<file path="src/rtl/gpu_pkg.sv">
// Shared GPU sprite-writer types and constants.
// Word layout, stride, AXI response codes and FSM states.
package gpu_pkg;

  localparam int SPRITE_WORDS        = 4;
  localparam int SPRITE_STRIDE_BYTES = 16;

  localparam logic [1:0] W_SX  = 2'd0;
  localparam logic [1:0] W_SY  = 2'd1;
  localparam logic [1:0] W_TEX = 2'd2;
  localparam logic [1:0] W_SSC = 2'd3;

  localparam logic [1:0] AXI_RESP_OKAY = 2'b00;

  typedef enum logic [1:0] {
    IDLE,
    SEND,
    RESP
  } st_e;

endpackage

</file>
<file path="src/rtl/axil_write_beat.sv">
// Single AXI4-Lite write (AW + W + B) engine.
// Ports: start/addr/data in; done/resp out; AXI AW/W/B master signals.
module axil_write_beat
  import gpu_pkg::*;
#(
  parameter int ADDR_WIDTH = 24,
  parameter int DATA_WIDTH = 32
) (
  input  logic                  clk,
  input  logic                  rst_n,
  input  logic                  start,
  input  logic [ADDR_WIDTH-1:0] addr,
  input  logic [DATA_WIDTH-1:0] data,
  output logic                  done,
  output logic [1:0]            resp,
  output logic [ADDR_WIDTH-1:0] awaddr,
  output logic                  awvalid,
  input  logic                  awready,
  output logic [DATA_WIDTH-1:0] wdata,
  output logic                  wvalid,
  input  logic                  wready,
  input  logic [1:0]            bresp,
  input  logic                  bvalid,
  output logic                  bready
);

  st_e st, st_nxt;

  always_ff @(posedge clk or negedge rst_n) begin
    if (!rst_n) begin
      st      <= IDLE;
      awvalid <= 1'b0;
      wvalid  <= 1'b0;
      awaddr  <= '0;
      wdata   <= '0;
    end else begin
      st <= st_nxt;
      if (start) begin
        awvalid <= 1'b1;
        wvalid  <= 1'b1;
        awaddr  <= addr;
        wdata   <= data;
      end else begin
        // AW and W retire independently
        if (awready) awvalid <= 1'b0;
        if (wready)  wvalid  <= 1'b0;
      end
    end
  end

  always_comb begin
    st_nxt = st;
    unique case (st)
      IDLE: if (start) st_nxt = SEND;
      SEND: begin
        if ((!awvalid || awready) &&
            (!wvalid || wready))
          st_nxt = RESP;
      end
      // next beat may be chained on the B handshake
      RESP: if (bvalid) st_nxt = start ? SEND : IDLE;
      default: st_nxt = IDLE;
    endcase
  end

  assign bready = (st == RESP);
  assign done   = bready & bvalid;
  assign resp   = bresp;

endmodule

</file>
<file path="src/rtl/sprite_writer.sv">
// AXI4-Lite write master: one sprite record -> 4 register writes.
// Ports: cmd valid/ready + fields in; done/err status; AXI AW/W/B out.
module sprite_writer
  import gpu_pkg::*;
#(
  parameter int ADDR_WIDTH   = 24,
  parameter int DATA_WIDTH   = 32,
  parameter int STRB_WIDTH   = DATA_WIDTH / 8,
  parameter int SHORT_WIDTH  = DATA_WIDTH / 4,
  parameter int SPRITE_COUNT = 10,
  parameter logic [ADDR_WIDTH-1:0] BASE_ADDR = '0,
  localparam int IDX_W = $clog2(SPRITE_COUNT)
) (
  input  logic                   clk,
  input  logic                   rst_n,
  input  logic                   cmd_valid,
  output logic                   cmd_ready,
  input  logic [IDX_W-1:0]       cmd_idx,
  input  logic [DATA_WIDTH-1:0]  cmd_sx,
  input  logic [DATA_WIDTH-1:0]  cmd_sy,
  input  logic [SHORT_WIDTH-1:0] cmd_stx,
  input  logic [SHORT_WIDTH-1:0] cmd_sty,
  input  logic [SHORT_WIDTH-1:0] cmd_stw,
  input  logic [SHORT_WIDTH-1:0] cmd_sth,
  input  logic [SHORT_WIDTH-1:0] cmd_ssc,
  output logic                   done,
  output logic                   err,
  output logic [ADDR_WIDTH-1:0]  awaddr,
  output logic [2:0]             awprot,
  output logic                   awvalid,
  input  logic                   awready,
  output logic [DATA_WIDTH-1:0]  wdata,
  output logic [STRB_WIDTH-1:0]  wstrb,
  output logic                   wvalid,
  input  logic                   wready,
  input  logic [1:0]             bresp,
  input  logic                   bvalid,
  output logic                   bready
);

  st_e st, st_nxt;

  logic [1:0]             word;
  logic [IDX_W-1:0]       rec_idx;
  logic [DATA_WIDTH-1:0]  rec_sx, rec_sy;
  logic [SHORT_WIDTH-1:0] rec_stx, rec_sty;
  logic [SHORT_WIDTH-1:0] rec_stw, rec_sth;
  logic [SHORT_WIDTH-1:0] rec_ssc;

  logic accept, idx_ok, last;
  logic eng_start, eng_done;
  logic [1:0] eng_resp;

  logic [1:0]             nxt_word;
  logic [IDX_W-1:0]       s_idx;
  logic [DATA_WIDTH-1:0]  s_sx, s_sy;
  logic [SHORT_WIDTH-1:0] s_stx, s_sty;
  logic [SHORT_WIDTH-1:0] s_stw, s_sth;
  logic [SHORT_WIDTH-1:0] s_ssc;
  logic [ADDR_WIDTH-1:0]  nxt_addr;
  logic [DATA_WIDTH-1:0]  nxt_data;

  assign cmd_ready = (st == IDLE);
  assign accept    = cmd_valid & cmd_ready;
  assign idx_ok    = int'(cmd_idx) < SPRITE_COUNT;
  assign last      = (word == 2'(SPRITE_WORDS - 1));
  assign awprot    = 3'b000;
  assign wstrb     = '1;

  // Beat 0 launches in the accept cycle, straight from the cmd
  // inputs; later beats chain off each B handshake.
  assign eng_start = (accept & idx_ok) |
                     (eng_done & ~last & (st == SEND));

  always_comb begin
    nxt_word = accept ? 2'd0 : word + 2'd1;
    s_idx    = accept ? cmd_idx : rec_idx;
    s_sx     = accept ? cmd_sx  : rec_sx;
    s_sy     = accept ? cmd_sy  : rec_sy;
    s_stx    = accept ? cmd_stx : rec_stx;
    s_sty    = accept ? cmd_sty : rec_sty;
    s_stw    = accept ? cmd_stw : rec_stw;
    s_sth    = accept ? cmd_sth : rec_sth;
    s_ssc    = accept ? cmd_ssc : rec_ssc;
    nxt_addr = BASE_ADDR
             + ADDR_WIDTH'(s_idx) * ADDR_WIDTH'(SPRITE_STRIDE_BYTES)
             + ADDR_WIDTH'(nxt_word) * ADDR_WIDTH'(4);
    nxt_data = '0;
    unique case (nxt_word)
      W_SX:  nxt_data = s_sx;
      W_SY:  nxt_data = s_sy;
      W_TEX: nxt_data = {s_stx, s_sty, s_stw, s_sth};
      W_SSC: nxt_data = DATA_WIDTH'(s_ssc);
    endcase
  end

  always_ff @(posedge clk or negedge rst_n) begin
    if (!rst_n) begin
      st      <= IDLE;
      word    <= '0;
      done    <= 1'b0;
      err     <= 1'b0;
      rec_idx <= '0;
      rec_sx  <= '0;
      rec_sy  <= '0;
      rec_stx <= '0;
      rec_sty <= '0;
      rec_stw <= '0;
      rec_sth <= '0;
      rec_ssc <= '0;
    end else begin
      st   <= st_nxt;
      done <= (accept & ~idx_ok) |
              (eng_done & last & (st == SEND));
      if (accept) begin
        word    <= '0;
        err     <= ~idx_ok;
        rec_idx <= cmd_idx;
        rec_sx  <= cmd_sx;
        rec_sy  <= cmd_sy;
        rec_stx <= cmd_stx;
        rec_sty <= cmd_sty;
        rec_stw <= cmd_stw;
        rec_sth <= cmd_sth;
        rec_ssc <= cmd_ssc;
      end else if (eng_done) begin
        if (eng_resp != AXI_RESP_OKAY) err <= 1'b1;
        if (!last) word <= word + 2'd1;
      end
    end
  end

  always_comb begin
    st_nxt = st;
    unique case (st)
      IDLE: if (accept & idx_ok) st_nxt = SEND;
      SEND: if (eng_done & last) st_nxt = IDLE;
      default: st_nxt = IDLE;
    endcase
  end

  axil_write_beat #(
    .ADDR_WIDTH(ADDR_WIDTH),
    .DATA_WIDTH(DATA_WIDTH)
  ) u_beat (
    .clk    (clk),
    .rst_n  (rst_n),
    .start  (eng_start),
    .addr   (nxt_addr),
    .data   (nxt_data),
    .done   (eng_done),
    .resp   (eng_resp),
    .awaddr (awaddr),
    .awvalid(awvalid),
    .awready(awready),
    .wdata  (wdata),
    .wvalid (wvalid),
    .wready (wready),
    .bresp  (bresp),
    .bvalid (bvalid),
    .bready (bready)
  );

endmodule

</file>
<file path="config.mk">
export PLATFORM = sky130hd
export DESIGN_NAME = sprite_writer
export DESIGN_NICKNAME = d
export VERILOG_FILES = /design/src/rtl/gpu_pkg.sv /design/src/rtl/axil_write_beat.sv /design/src/rtl/sprite_writer.sv
export SDC_FILE = /design/constraint.sdc
export NUM_CORES = 1
export LEC_CHECK = 0
export ABC_AREA = 1
export CAP_MARGIN = 20
export CORE_UTILIZATION = 30
export DETAILED_ROUTE_END_ITERATION = 8
export GPL_TIMING_DRIVEN = 0
export HOLD_SLACK_MARGIN = 0.05
export SETUP_SLACK_MARGIN = 0.02
export SLEW_MARGIN = 10
export SYNTH_ARGS = -nofsm -noshare
export SYNTH_HDL_FRONTEND = slang
export SYNTH_SLANG_ARGS = --single-unit
export TNS_END_PERCENT = 20
</file>
<file path="constraint.sdc">
create_clock -name clk -period 1.73 [get_ports clk]
set_input_delay 0.346 -clock clk [delete_from_list [all_inputs] [get_ports clk]]
set_output_delay 0.346 -clock clk [all_outputs]
set_load 0.05 [all_outputs]
</file>
Run 1, congestion heat map:
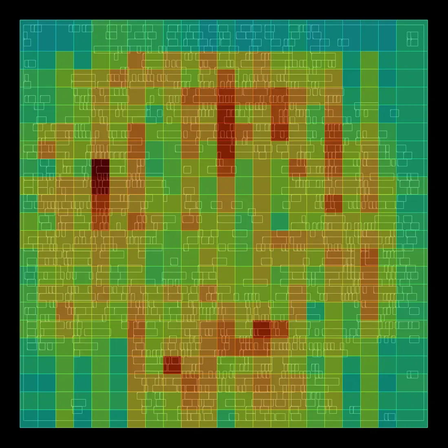
final core occ: 0.428
met1 Resource Use GR: 0.244

Run 1, sizing map:
Drawn at 2 px/µm.
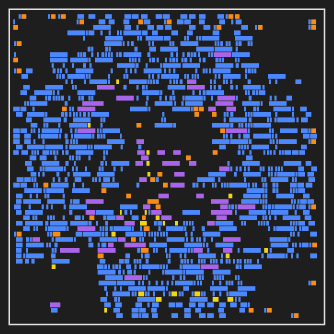
color	size	cells	share
orange	x3 and x4	49	4.4%
blue	x1 and smaller	996	89%
yellow	x2	23	2.1%
purple	x6 and larger	53	4.7%

==> impl_metrics.ini, run 1 <==
; synthesis and place-and-route metrics
[layout]
largest_registers = rec_sx (32), rec_sy (32), u_beat.wdata (32)
num_antenna_cells = 0
regArea_um2 = 3880
flops = 155
stdcell_area_um2 = 10000
lay_top_count = nand2_1
logic_area_um2 = 2550
sh_comb_area = 0.254
nonClockInverterCount = 91
buffer_area_frac = 0.222
nMultiInputCombCells = 613
nets = 1227
seq_share = 0.386
signal_buffers = 232
clock_area_frac = 0.0633
drive_gt1_frac = 0.112
final_cell_mix = nand2_1 (456), dfrtp_1 (155), clkdlybuf4s50_1 (114)
finalNonFillerCells = 1440
area_delta_synth_final_pct = 39.5
area_dominant_class = registers
fillers = 2407

[yosys]
avgSynthCellArea_um2 = 7.96
yosysTopAreaCellShare = 0.539
postSynth.asyncResetShare = 1.00
flop_cell = dfrtp_1
ys_chip_area_um2 = 7200
synthCells = 905
topCellsByArea = dfrtp_1 (54%), nand2_1 (24%), inv_1 (4.5%)
yosys_warnings = 0
yosysTopAreaCell = dfrtp_1
edf_count = 0
ys_ff = 155
top_cell = nand2_1
synth_area_um2 = 7200
synth_stat.cells = 905
common_cells = nand2_1 (458), dfrtp_1 (155), inv_1 (86)
synthDistinctLibCells = 26

[setup_path]
critPathLaunch = u_beat.wdata[6]$_DFFE_PN0P_
path_class = flip-flop to output pin
worstSetupEndpointType = output pin
worstPathArrival_ps = 1330
crit_path_start_kind = flip-flop
rrSetupSlack_ps = 100
worstPathMaxFanout = 2
crit_end = wdata[6]
worstPathRequired_ps = 1380
worst-path-buf-inv = 1
worstPathCellList = clkdlybuf4s15_1
cpPeakStageDelay_ps = 520
cp_slowest_cell = clkdlybuf4s15_1
crit_family = buffers and inverters
r2r.worst_path.cells = 9
worst-path-stages = 1
rr_startpoint = word[0]$_DFFE_PN0P_
r2r_end = u_beat.wdata[25]$_DFFE_PN0P_

[clock_tree]
clockBufferDepth = 2
post_cts_buffers = 1
root_buffer = clkbuf_16
clkTransAtPathRegs_ps = 60
h-tree-depth = 4
cts_tree = built
ctsHoldBuffers = 1
clock_sinks = 155
cts_resized = 67
cts_buffers = 17

[placement]
pre_cts_slack_ps = -509
routabilityCongestion = 0.794
portBuffers = 159
dp_cells = 1407
dpl.hpwl_um = 14700
dpl-instance-area_um2 = 9310

[sta]
fin_crit_ps = 1680
worst_slew_pin_slew_ps = 646
timing.fmax_mhz = 597
setup_viol = 0
hold_ws_ps = 450
fin_crit_sh = 0.968
rsz0062_at_grt = yes
maxSlewHeadroom = 0.570
setup_tns_ps = 0
hold_violations = 0
fin_ws_ps = 54.7
finClkSkew_ps = 7.60

[routing]
postRouteAntennaNets = 0
viasPerCell = 4.18
drt-initial-drc-count = 306
wl_per_cell_um = 14.4
firstDrtPassIters = 5

[run]
warning_count = 27
max-cap-violations = 0

[global_route]
grt_first_pass_wirelength_um = 32300
antenna_found_initial = 0
first_global_vias = 5926
overflow = 0
grt_max_degree = 82
track_usage = 0.178

[pwr]
leakagePower_nw = 5.38
finalPower_mw = 16.7
ir_drop_v = 0.000553

[min_path]
min_delay_worst_endpoint = rec_sy[29]$_DFF_PN0_
hp-class = input port to flip-flop
whs_path_depth = 3
min_from = cmd_sy[29]

[floorplanning]
core_util_floorplan = 0.307
dieArea_um2 = 24600
die_h_um = 157
fp.dieW_um = 157
tap_cells = 319
top_level_ports = 185
num_rows = 56
core_um2 = 23500

[run_status]
outcome = complete, no violations
Run 1, M1 wires:
Drawn at 3 px/µm.
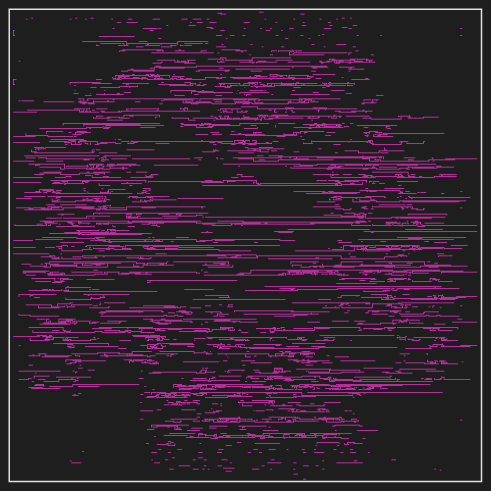
share of all routed wire	49%
wire length on this layer	10100 µm
nets with wire on the layer	1085
main direction	horizontal
drt total wl: 20700 µm
Via Count: 6019

## run 1: report_power, final
group / switching, mW / internal (mW)
Sequential: 0.474 / 4.94
Clock: 1.45 / 2.59
Combinational: 4.80 / 2.45
Total: 6.73 / 9.99
## run 1: layer usage
layer  global-route usage  wire length, µm  vias to the layer above
met4               0.0584              261                        0
met3               0.0405             1140                       19
met2                0.275             9270                      158
met5                    0                0                        -
met1                0.244            10100                     2746
li1                     -                -                     3096
## run 1: kinds of logic after synthesis
kind of cell    after synthesis  synth area share
simple gates                513             0.279
compound gates               74            0.0575
fa+ha+maj                     1           0.00174
buf+inv                     160             0.123
other cells                   2           0.00104
flops                       155             0.539
Run 1, close-up of the layout:
Region (27, 105) to (52, 130) µm. Cells in gray, sequential cells in the stronger gray; small squares are vias.
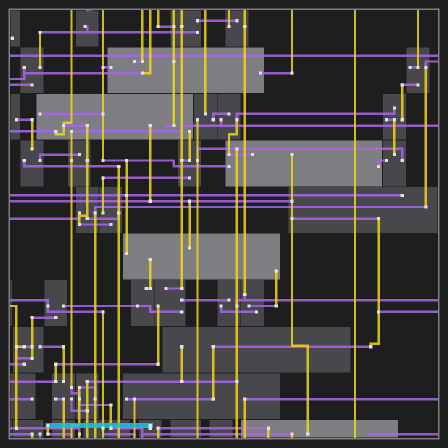

==> run 2: changes to the inputs <==
- ABC_AREA: 1 -> unset
Run 2, close-up of the layout:
Region (26, 104) to (51, 129) µm. Cells in gray, sequential cells in the stronger gray; small squares are vias.
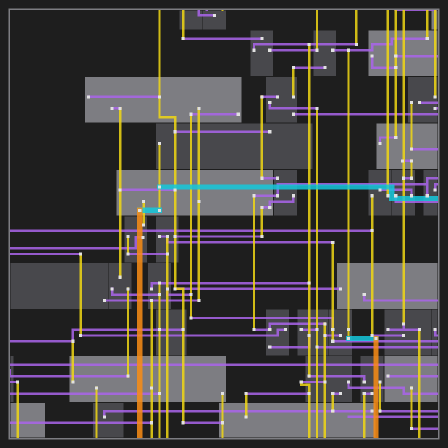
color	layer
orange	M4
cyan	M3
purple	M1
yellow	M2
sequential cells in the window	5
cells with their middle in the window	27
most frequent	nand2_1 (10), dfrtp_1 (5)
netlist names of flops here include	rec_sth (2)

==> run 2 against run 1 <==
  * Cell count fell by 6.3%
  * Clock skew rose by 4.8 ps
  * Synthesized area fell by 2.5%
  * Register-to-register slack got worse by 200 ps
  * Count of clock-buffer cells in the layout fell by 4
  * Sequential power rose by 18%
  * Maximum frequency fell by 8.5%
  * Critical path depth rose by 4
  * Clock power fell by 4%
  * The flow now finishes with violations (setup timing)
  * Die size fell by 2.5%
  * Global-route usage rose by 3.1 points
  * Sequential cell count did not move
==> impl_metrics.ini, run 2 <==
; synthesis and place-and-route metrics
[layout]
num_antenna_cells = 1
drive_gt1_frac = 0.165
area_delta_synth_final_pct = 46.2
nets = 1140
final_cell_mix = nand2_1 (340), dfrtp_1 (154), clkdlybuf4s50_1 (114)
seq_share = 0.378
largest_registers = rec_sx (32), rec_sy (32), u_beat.wdata (32)
signal_buffers = 261
sh_comb_area = 0.287
lay_top_count = nand2_1
nonClockInverterCount = 7
nMultiInputCombCells = 581
clock_area_frac = 0.0586
flops = 155
stdcell_area_um2 = 10300
post-route-util = 0.451
finalNonFillerCells = 1349
area_dominant_class = registers
fillers = 2202
buffer_area_frac = 0.235
regArea_um2 = 3880
logic_area_um2 = 2950

[pwr]
finalPower_mw = 19.2
ir_drop_v = 0.000724
leakagePower_nw = 5.09

[clock_tree]
clockBufferDepth = 2
cts_tree = built
clock_sinks = 155
clkTransAtPathRegs_ps = 60
cts_buffers = 17
h-tree-depth = 4

[sta]
setup_tns_ps = -845
finClkSkew_ps = 12.4
fin_crit_ps = 1830
setup_viol = 15
rsz0062_at_grt = yes
fin_crit_sh = 1.06
hold_ws_ps = 413
maxSlewHeadroom = 0.617
hold_violations = 0
timing.fmax_mhz = 546
fin_ws_ps = -101
worst_slew_pin_slew_ps = 574

[setup_path]
worstPathArrival_ps = 2190
rrSetupSlack_ps = -100
path_class = flip-flop to flip-flop
critPathLaunch = word[0]$_DFFE_PN0P_
worst-path-stages = 5
crit_family = simple AND/OR/NAND/NOR gates
r2r_end = u_beat.wdata[28]$_DFFE_PN0P_
crit_end = u_beat.wdata[28]$_DFFE_PN0P_
worstPathMaxFanout = 5
worstPathRequired_ps = 2080
rr_startpoint = word[0]$_DFFE_PN0P_
cp_slowest_cell = or4_1
worstSetupEndpointType = flip-flop
r2r.worst_path.cells = 5
cpPeakStageDelay_ps = 490
worst-path-buf-inv = 1

[yosys]
synth_stat.cells = 799
flop_cell = dfrtp_1
ys_chip_area_um2 = 7020
topCellsByArea = dfrtp_1 (55%), nand2_1 (18%), a21oi_1 (3.2%)
post_synth_mux_area_share = 0.00642
top_cell = nand2_1
edf_count = 0
common_cells = nand2_1 (341), dfrtp_1 (155), a21oi_1 (45)
yosys.area_share.aoi = 0.136
synth_area_um2 = 7020
yosys_warnings = 0
yosysTopAreaCellShare = 0.552
avgSynthCellArea_um2 = 8.79
synth_xor_xnor_area_share = 0.00125
ys_ff = 155
logic_family = simple AND/OR/NAND/NOR gates
postSynth.asyncResetShare = 1.00
simple_gate_share = 0.238
yosysTopAreaCell = dfrtp_1
synthCells = 799
adder_share = 0.00178

[floorplanning]
num_rows = 55
core_um2 = 22800
core_util_floorplan = 0.308
top_level_ports = 185
fp.dieW_um = 155
tap_cells = 313
die_h_um = 155
dieArea_um2 = 24000

[placement]
dpl.hpwl_um = 16800
dp_cells = 1295
dpl-instance-area_um2 = 9130
pre_cts_slack_ps = -1000

[run]
warning_count = 31
max-cap-violations = 0

[routing]
firstDrtPassIters = 5
viasPerCell = 4.74
wl_um = 24400
wl_per_cell_um = 18.1
postRouteAntennaNets = 0

[global_route]
grt_max_degree = 104
antenna_found_initial = 1
first_global_vias = 6410
track_usage = 0.208
grt_first_pass_wirelength_um = 36900
overflow = 0

[min_path]
hp-class = input port to async pin

[run_status]
outcome = finished, violations left
violations = setup timing
Run 2, M1 wires:
Drawn at 3 px/µm.
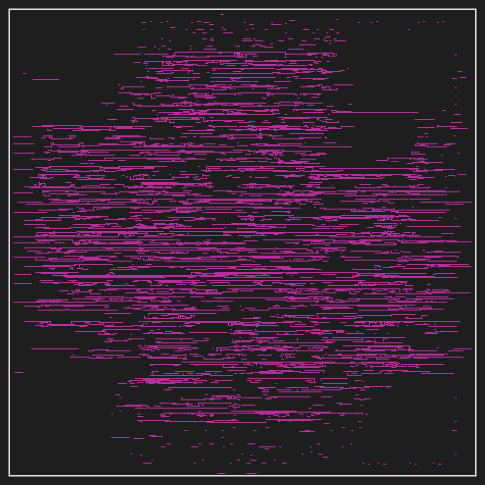
main direction	horizontal
longest straight run	58.9 µm
share of all routed wire	45%
nets with wire on the layer	1014
wire length on this layer	11000 µm
Via Count: 6401
met1 Resource Use GR: 0.278

==> run 2: repair_timing <==
item / 4_1_cts / 5_1_grt
hold buffers: 1 / 0
setup buffers: 11 / 9
gates cloned: 1 / 1
pin swaps: 11 / 8
hold endpoints to repair: 52 / 0
setup endpoints to repair: 198 / 91
gates resized: 149 / 76
==> run 2: power by group <==
group          switching (mW)  total [mW]  internal, mW
sequential               1.05        6.37          5.33
clock                    1.56        3.89          2.33
combinational            5.43        8.94          3.51
==> run 2: per-layer routing <==
metal / up-vias / part of all wire / global-route usage
met1: 3069 / 0.45 / 0.278
met2: 244 / 0.47 / 0.329
met5: - / 0 / 0
met3: 31 / 0.060 / 0.0479
li1: 3057 / - / -
met4: 0 / 0.019 / 0.0778
Power and IR drop assume default switching activity.
